Design traffic_display_scan, sky130hd; sources not shown.
==> images/m2.png <==
Cells faint in the background.
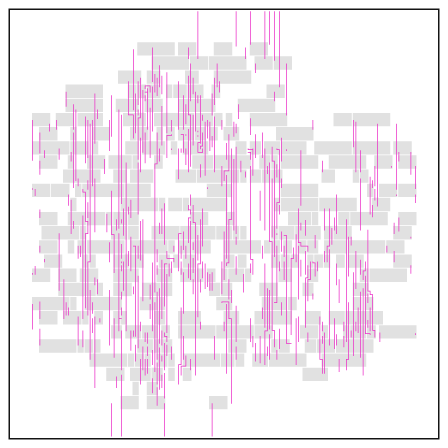
nets with wire on the layer: 247
wire length on this layer: 2,260 um
longest straight run: 32.3 um
share of all routed wire: 45%
main direction: vertical
met2 Use GR: 24.84%
final wirelength: 4982 um

==> images/m3.png <==
Scale bar: 20 um. Cells faint in the background.
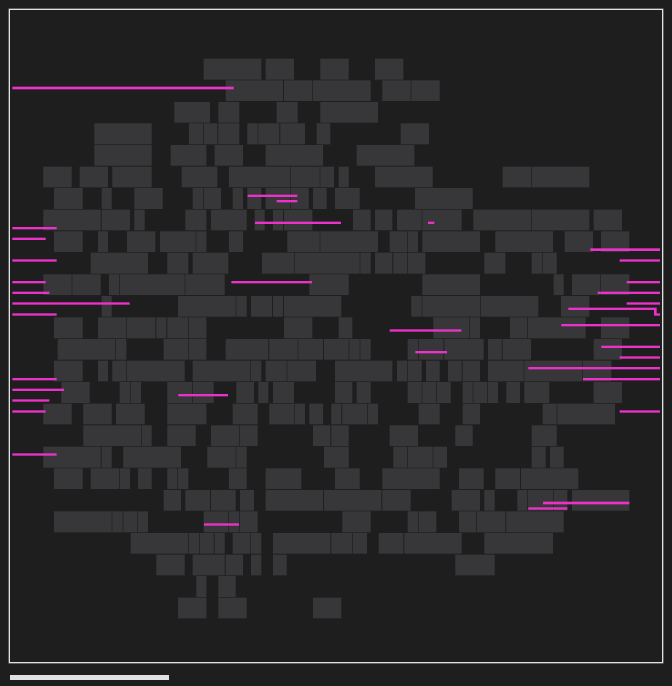
longest straight run: 27.6 um
wire length on this layer: 257 um
nets with wire on the layer: 34
main direction: horizontal
share of all routed wire: 5.2%
via count: 1,842
met3 Use GR: 3.579%

==> images/layers.png <==
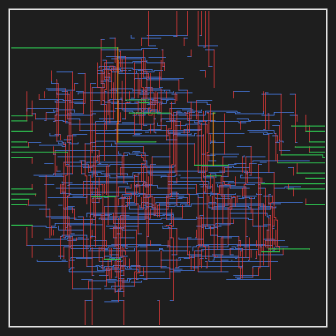
| layer | colour | wire length |
|---|---|---|
| M3 | green | 257 um |
| M1 | blue | 2,430 um |
| M2 | red | 2,260 um |
| M4 | orange | 38.1 um |
gr usage total: 15.60%
routed len/inst: 14.48 um

==> images/clock_wires.png <==
Scale bar: 20 um.
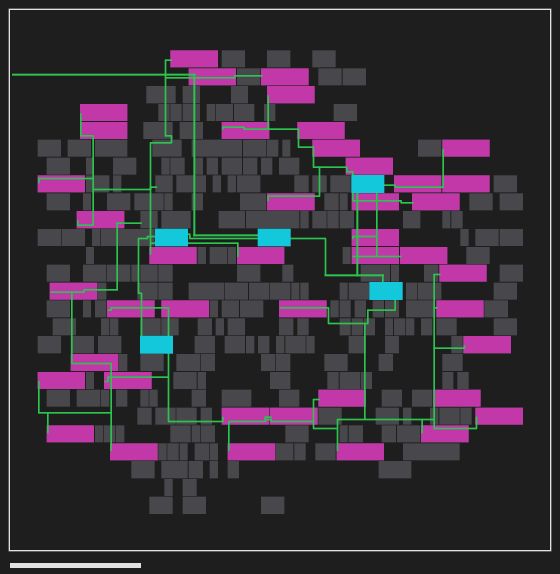
[clock wires] green | length: 591 um
[clock-net drivers] cyan | count: 5
[flip-flops] magenta | count: 43
routed clock nets: 6
Latency at later pin: 0.30 ns
clock network fraction of total power: 28.7%

==> images/congestion_map.png <==
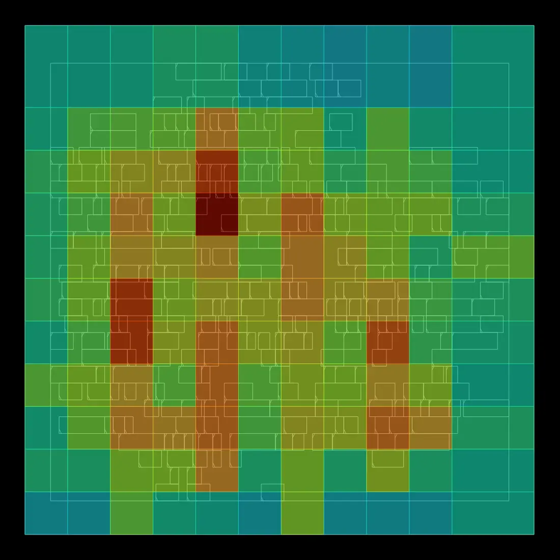
final core utilization: 51.62%
GR Layer Usage met1: 21.00%
GR peak layer: met2

==> impl_metrics.toml <==
# generated from flow reports
[pwr]
finalPower_uw = 625.0
pwr-share-comb_pct = 22.7

[yosys]
edf_count = 0
logic_family = "simple AND/OR/NAND/NOR gates"
netlist_area_mm2 = 0.002261
avgSynthCellArea_um2 = 9.304
yosysSeqAreaShare_pct = 38.07
synth_cell_types = 59
yosysWarnings = 0
synth_flop_count = 43

[finish]
largest_reg_flops = 16
final_area_mm2 = 0.002704
area_growth_pct = 19.59
drive_gt1_share_pct = 9.124
comb_area_mm2 = 0.001275
final_cell_count_no_fill = 344

[worst_hold_path]
hold_class = "reg2reg"
min_path_cells = 2

[final_timing]
fmax_mhz = 245.0
holdWs_ns = 0.3771
setup_viol = 0
fin_ws_ns = 2.218

[critical_path]
slowest_stage = "clkdlybuf4s50_1"
crit_path_end_kind = "register"
cp.arrival_ns = 4.15
r2r.worst_path.cells = 10
required_ns = 6.37
path_buffers = 1
slowest_delay_ns = 0.50

[clock_network]
holdBufCountCts = 0
ctsLongestPathBuffers = 2
cts_tree = "built"
cts_resized = 0

[die]
ioPinCount = 36
core.rowCount = 26

[job]
warnings = 32
drv_cap = 0

[global_route]
grt_max_degree = 19

[run_status]
outcome = "finished clean"

[place]
placed_cells = 336
==> layout by cell type (no fill, tap or decap), drive strengths merged, types with 7 or more instances in the layout <==
master	count
inv	10
dfxtp	43
nand2	27
nand3	11
nor2	16
mux2i	17
clkdlybuf4s50	35
o211ai	7
a21oi	8
nor3	12
o21ai	7
ha	9
==> cells in the mapped netlist, types with 2 or more instances <==
cell	instances	area, um2
dfxtp_1	43	860.8
nand2_1	27	101.4
nor2_1	15	56.30
mux2i_1	14	140.1
nand3_1	11	55.05
inv_1	10	37.54
ha_1	9	112.6
nor3_1	9	45.04
a21oi_1	7	35.03
o211ai_1	7	52.55
xnor2_1	6	52.55
clkbuf_1	5	18.77
o21ai_0	5	25.02
o22ai_1	5	31.28
a2bb2oi_1	4	35.03
and3_1	4	25.02
nor4_1	4	25.02
and2_1	3	18.77
buf_6	3	33.78
nor3_2	3	30.03
xor2_1	3	26.28
a211o_1	2	17.52
a22oi_1	2	15.01
mux2_1	2	22.52
mux2i_4	2	45.04
nand2b_1	2	12.51
nor2b_1	2	12.51
o21a_1	2	15.01
or2_2	2	12.51
==> routing by layer <==
metal / global-route usage, % / vias to the layer above / wire length (um)
li1: - / 935 / -
met1: 21.00 / 859 / 2427
met2: 24.84 / 44 / 2260
met3: 3.579 / 4 / 257
met4: 4.485 / 0 / 38
met5: 0 / - / 0
==> final cells by class <==
cell class | instances | area share (%)
multi-input cells | 177 | 47.15
flip-flops and latches | 43 | 31.84
repair buffers | 35 | 12.96
well taps | 70 | 3.239
clock buffers | 5 | 2.545
inverters | 11 | 1.527
clock inverters | 3 | 0.7404
==> power by group through the flow <==
stage                     Clock (uW)  Combinational [uW]  Sequential, uW
final                            180                 142             304
after global routing             195                 156             306
after CTS                        182                 142             304
after detailed placement           0                 141             310
after global placement             0                 140             310
after floorplan                    0                96.2             307
No activity file was given, so power comes from the tool's default toggle rates.
